Fig. 1: run 1, logic cells by family
Bar = 20 um.
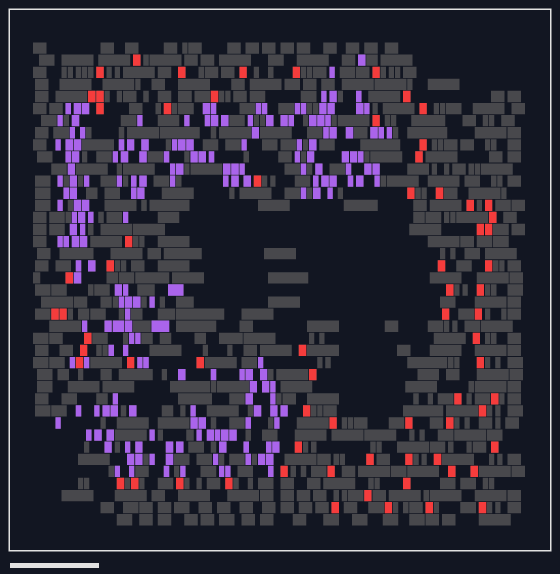
Fig. 2: run 1, port wiring
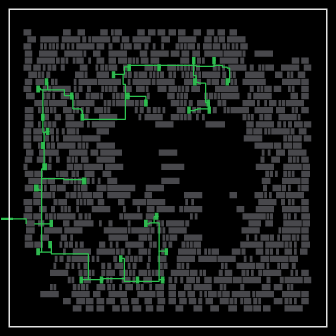
Fig. 3: run 1, metal 3
Bar = 20 um.
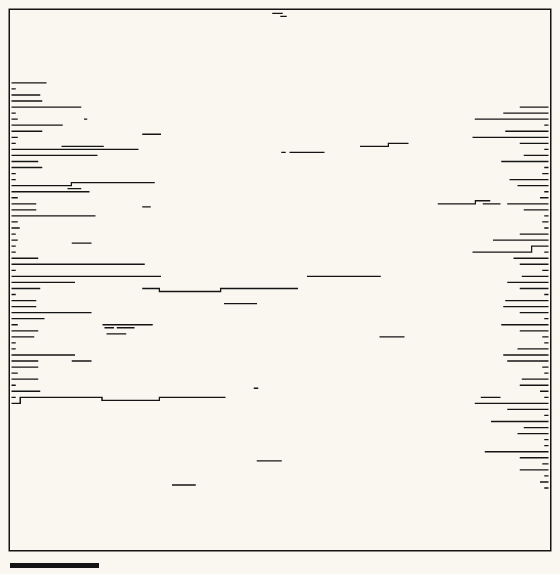
==> config.mk <==
export PLATFORM = sky130hd
export DESIGN_NAME = fetch_unit
export DESIGN_NICKNAME = d
export VERILOG_FILES = /design/src/rtl/fetch_unit.sv
export SDC_FILE = /design/constraint.sdc
export NUM_CORES = 1
export LEC_CHECK = 0
export ABC_AREA = 1
export CAP_MARGIN = 20
export CORE_MARGIN = 5
export CORE_UTILIZATION = 36
export CTS_CLUSTER_DIAMETER = 100
export DETAILED_ROUTE_END_ITERATION = 10
export PLACE_DENSITY = 0.77
export SYNTH_ARGS = -nofsm -noshare
export SYNTH_HDL_FRONTEND = slang
export SYNTH_SLANG_ARGS = --single-unit
==> constraint.sdc <==
create_clock -name clock -period 1.3 [get_ports clock]
set_input_delay 0.13 -clock clock [delete_from_list [all_inputs] [get_ports clock]]
set_output_delay 0.13 -clock clock [all_outputs]
set_load 0.01 [all_outputs]
==> COMMIT_EDITMSG, run 1 <==
Store results of the implementation flow

- The flow ran to the end, and the final reports show no timing, DRC or antenna violations.
- In this run the biggest area consumer among cell types represents 44.77% of the synthesized area.
- Core footprint: approximately 12000 um2
* Combined area of the multi-input logic cells: roughly 1700 um2
- On the final layout, the worst hold slack is around 0.34 ns.
* Share of total power in the clock network: roughly 38%
* Filler instances: about 1200
- The number of sequential cells reported for the layout is 100.
- Final-layout clock-cell area share: 4.592%
- Clock root buffer: sky130_fd_sc_hd__clkbuf_16
- Antenna violations before repair: 0
- Antenna viol nets, final: 0
- Min-delay worst type: in -> reg
- Inserted tap cell count: around 170
- Signal routing reaches up to met4.
- The script logs the ratio of routed vias to standard cells as approximately 4.5.
- Flop share of the area: roughly 29%
- Area of the synthesized netlist per yosys stat: between 4000 and 5000 um2
- Net load switching power: about 1900 uW
- Per STA, the highest per-stage delay on the worst path measures between 0.3 and 0.4 ns.
- Hold depth: 3
- CTS Buffer Depth: 2
- Chip area: about 15000 um2
- CP Depth: 6
- Top pwr grp: sequential cells
- Per the post-place timing report, worst setup slack is -0.2895 ns.
- Final design area excluding fillers: between 7000 and 8000 um2
- Per the synth log, the flip-flop and latch total comes to 100.
- Clock edge transition at the registers on the reported setup and hold paths: about 0.070 ns
- Number of inverters outside the clock class in the layout: about 64
* Max transition margin: between 70% and 80%
- Length of routed met2 wiring: about 6.5 mm
- After synthesis the cells add up to approximately 4500 um2.
* Detailed Route Iter0 Violations: approximately 260
- For the worst setup path, the data required time is roughly 1.5 ns.
- Top cell category: non-clock buffers
* Highest clock rate: around 800 MHz
- met1 track demand over resource after global routing is 23.68%.
- Crit path buffers/inverters: 1
* Number of OpenROAD warnings: 27
* Power Dens Cells: ~1100 nW/um2
- The critical path maximum fanout is 38.
- After detailed routing, the number of remaining DRC violations is 0.
- Switching share of power: 25.25%
* Area after detailed placement: 6807 um2
- Tally of clock buffers in the finished layout: 13
* Setup repair after global routing missed its margin: true
- sky130_fd_sc_hd__dfxtp_1 takes more of the synthesized area than any other cell.
- Across all register-to-register paths, the minimum setup slack is roughly 0.076 ns.
- The final antenna diode tally reported by the flow is 0.
- The setup path with the least slack is of type reg -> reg.
* Worst Setup Slack, final: about 0.076 ns
- Final worst path period need: 1.224 ns
- Cts repair resizes: between 100 and 150
* Fp util: ~37%
- WL per Instance: between 10 and 15 um
- The synthesized instance count is 642.
- Entering global routing, the biggest net connects roughly 48 pins.
* Total negative slack for setup checks: 0 ns
- Data arrival time at the worst-slack endpoint: approximately 1.5 ns
- Standard cell with the maximum stage delay on the critical path: sky130_fd_sc_hd__dfxtp_4
- The worst register-to-register path has a depth of 6.
- According to the cell report, the number of logic gates is approximately 400.
* Number of nets in the finished design: around 940
* Dominant logic cell types in the final layout: sky130_fd_sc_hd__nor2_1 (131), sky130_fd_sc_hd__dlygate4sd2_1 (130), sky130_fd_sc_hd__clkdlybuf4s50_1 (101)
- Number of levels in the clock H-tree: 3
- Synthesized Nets: ~740
- Largest delay share family, worst path: flip-flops
- Number of iterations in the first detailed-routing pass: 4
- Clock insertion delay at the later pin of the skew report: ~0.33 ns
- Horiz. Die Dim: approximately 120 um
- The worst setup path is captured at a register.
* Slew of the pin with the lowest slew margin: ~0.37 ns
- Warning count from the yosys run: 0
- Fin Clk Skew: 0.004087 ns
- The script extracted a total leakage power of roughly 0.0037 uW.
Notes on Fig. 1 above:
legend:
  inverting AOI/OAI gates:
    colour: red
    cells: 70
    most_used: o21ai_1
    where: widely spread
  NAND gates:
    colour: purple
    cells: 197
    most_used: nand2_1
multi-input combinational area share: 24.88%
number of cells in the finished layout apart from fillers: 1007
most frequent standard cell in the layout excluding fill and tap cells: sky130_fd_sc_hd__nor2_1

Notes on Fig. 2 above:
legend:
  redirect_valid:
    colour: green
    direction: input
    edge: left
    end_cells: 33
    buffers: 2
    wire: 383 um
Port Buffer Count: 232
number of placed I/O pins: 233

Notes on Fig. 3 above:
longest straight run: 33.4 um
wire length on this layer: 961 um
nets with wire on the layer: 134
main direction: horizontal
share of all routed wire: 7.0%
global-route met3 utilization: 4.569%
WL final: 13.84 mm
detailed-route via count: 4517

run 1: cells in the mapped netlist, drive strengths merged:
| master | n |
|---|---|
| nor2 | 133 |
| o21ai | 65 |
| clkbuf | 16 |
| nand3b | 1 |
| buf | 61 |
| nand2 | 101 |
| nor3 | 1 |
| nand3 | 95 |
| a21oi | 5 |
| dfxtp | 100 |
| inv | 64 |
run 1: logic make-up after synthesis:
family	after synthesis	share of synthesized area, %
AND/OR/NAND/NOR	331	30.67
buffers and inverters	141	16.73
AND-OR/OR-AND	70	7.834
flip-flops	100	44.77
run 1: tightest hold or removal path, delay by kind of cell:
kind            cells  cell delay, ns
compound gates      1            0.05
buf+inv             1            0.39
simple gates        1            0.06
==> run 2, diff against run 1 <==
CORE_UTILIZATION = 37   (was 36)
CTS_BUF_LIST = sky130_fd_sc_hd__clkbuf_2 sky130_fd_sc_hd__clkbuf_4 sky130_fd_sc_hd__clkbuf_8   (was unset)
CTS_CLUSTER_SIZE = 24   (was unset)
PLACE_DENSITY = 0.79   (was 0.77)
Fig. 4: run 2, port wiring
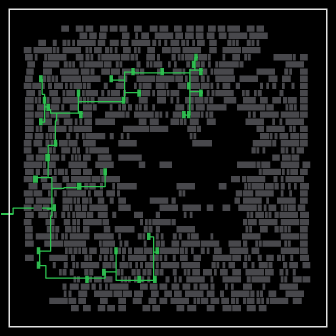
legend:
  redirect_valid:
    colour: green
    direction: input
    edge: left
    end_cells: 33
    buffers: 2
    wire: 348 um

==> run 2 against run 1 <==
Net effect:
- worst hold slack lost 0.032 ns
- routed wire length is 5.1% higher
- synthesized cell count stayed put
- first-iteration DRC count is 19% higher
- sequential share of layout area down 0.31 points
- global-route usage grew 0.42 points
- clock skew increased by 0.0064 ns
- setup slack lost 0.067 ns
- area after synthesis stayed put
- critical endpoint is now fetch_pc[15]
- highest routed layer unchanged
==> COMMIT_EDITMSG, run 2 <==
Store results of the implementation flow

* Worst reg2reg setup slack: 0.009 ns (-0.07 ns)
* Dominant logic cell types in the final layout: sky130_fd_sc_hd__nor2_1 (130), sky130_fd_sc_hd__dlygate4sd2_1 (130), sky130_fd_sc_hd__clkdlybuf4s50_1 (101)
- DRC violations left: 0 (unchanged)
- Count of flip-flops with a built-in enable after synthesis: 0 (unchanged)
- The maximum clock rate was 774.4 MHz (-5.2%).
* Max transition margin: 76.64% (+1.2 points)
- Area leader, netlist: sky130_fd_sc_hd__dfxtp_1
* Area after detailed placement: 6763 um2 (-0.64%)
* Vias per cell: 4.683 (+4.4%)
* Fin Clk Skew: 0.01051 ns (+0.006422 ns)
- The average wire per cell in the routed design is 14.64 um (+6.6%).
- WL final: 14.54 mm (+5.1%)
- Antenna viol nets, final: 0 (unchanged)
- Data arrival time at the worst-slack endpoint: 1.62 ns (+0.17 ns)
- CP Depth: 9 (+3)
- The largest fanout on the critical path came to 5 (-87%).
- The area of the synthesized netlist per yosys stat was 4472 um2 (unchanged).
- The cell area after synthesis was 4472 um2 (unchanged).
- Slew of the pin with the lowest slew margin: 0.3504 ns (-0.01808 ns)
- Setup Slack @ Placement: -0.2947 ns (-0.005226 ns)
- The total number of H-tree levels came to 3 (unchanged).
- Switching share of power: 27.45% (+2.2 points)
- The standby leakage power was 0.003773 uW (+2.4%).
* Most used standard cell by instance count after synthesis: sky130_fd_sc_hd__nor2_1
* Clock insertion delay at the later pin of the skew report: 0.38 ns (+0.05 ns)
* Max incr delay on CP: 0.35 ns (-0.04 ns)
- Min-delay worst type: in -> reg
* Number of placed I/O pins: 233 (unchanged)
* Status: completed
- The core utilization before placement came to 37.54% (+0.62 points).
- The number of buffer cells added on primary ports was 232 (unchanged).
* Net load switching power: 1896 uW (-0.62%)
* Detailed Route Iter0 Violations: 315 (+19%)
* Setup repair after global routing missed its margin: true
- The total power divided by cell area came to 963.2 nW/um2 (-10%).
- The initial antenna violation count came to 0 (unchanged).
- Top post-synthesis cells by count: sky130_fd_sc_hd__nor2_1 (132), sky130_fd_sc_hd__dfxtp_1 (100), sky130_fd_sc_hd__nand2_1 (100)
- The core box area came to 11910 um2 (-1.7%).
- R2R depth: 9 (+3)
- Ranked by power, first place goes to sequential cells.
- The synthesis warning total came to 0 (unchanged).
- Worst setup EP type: register
* Number of nets in the finished design: 943 (+0.75%)
- Pin count of the biggest net entering global routing: 47 (-2.1%)
- The count of buffer and inverter cells on the critical path came to 5 (+4).
[run 2: cell counts after synthesis]
Identical to the previous run, type by type.
[run 2: cell families after synthesis]
kind of cell / share of synthesized area (%)
flip-flops: 44.77
AND/OR/NAND/NOR: 30.67
AND-OR/OR-AND: 7.834
buffers and inverters: 16.73
[run 2: area by class of cell]
type,instances,area [um2]
Inverter,64,245.2
Multi-Input combinational cell,401,1924
Timing Repair Buffer,265,2584
Clock buffer,12,152.6
Sequential cell,100,2031
Fill cell,1196,4742
Clock inverter,4,48.80
Tap cell,147,183.9
[run 2: layer usage]
metal / track usage, % / share of wire [%] / up-vias
li1: - / - / 2368
met1: 23.83 / 44 / 2102
met2: 31.65 / 49 / 155
met3: 4.241 / 5.3 / 25
met4: 6.586 / 1.9 / 0
met5: 0 / 0 / -
No activity file was given, so power comes from the tool's default toggle rates.
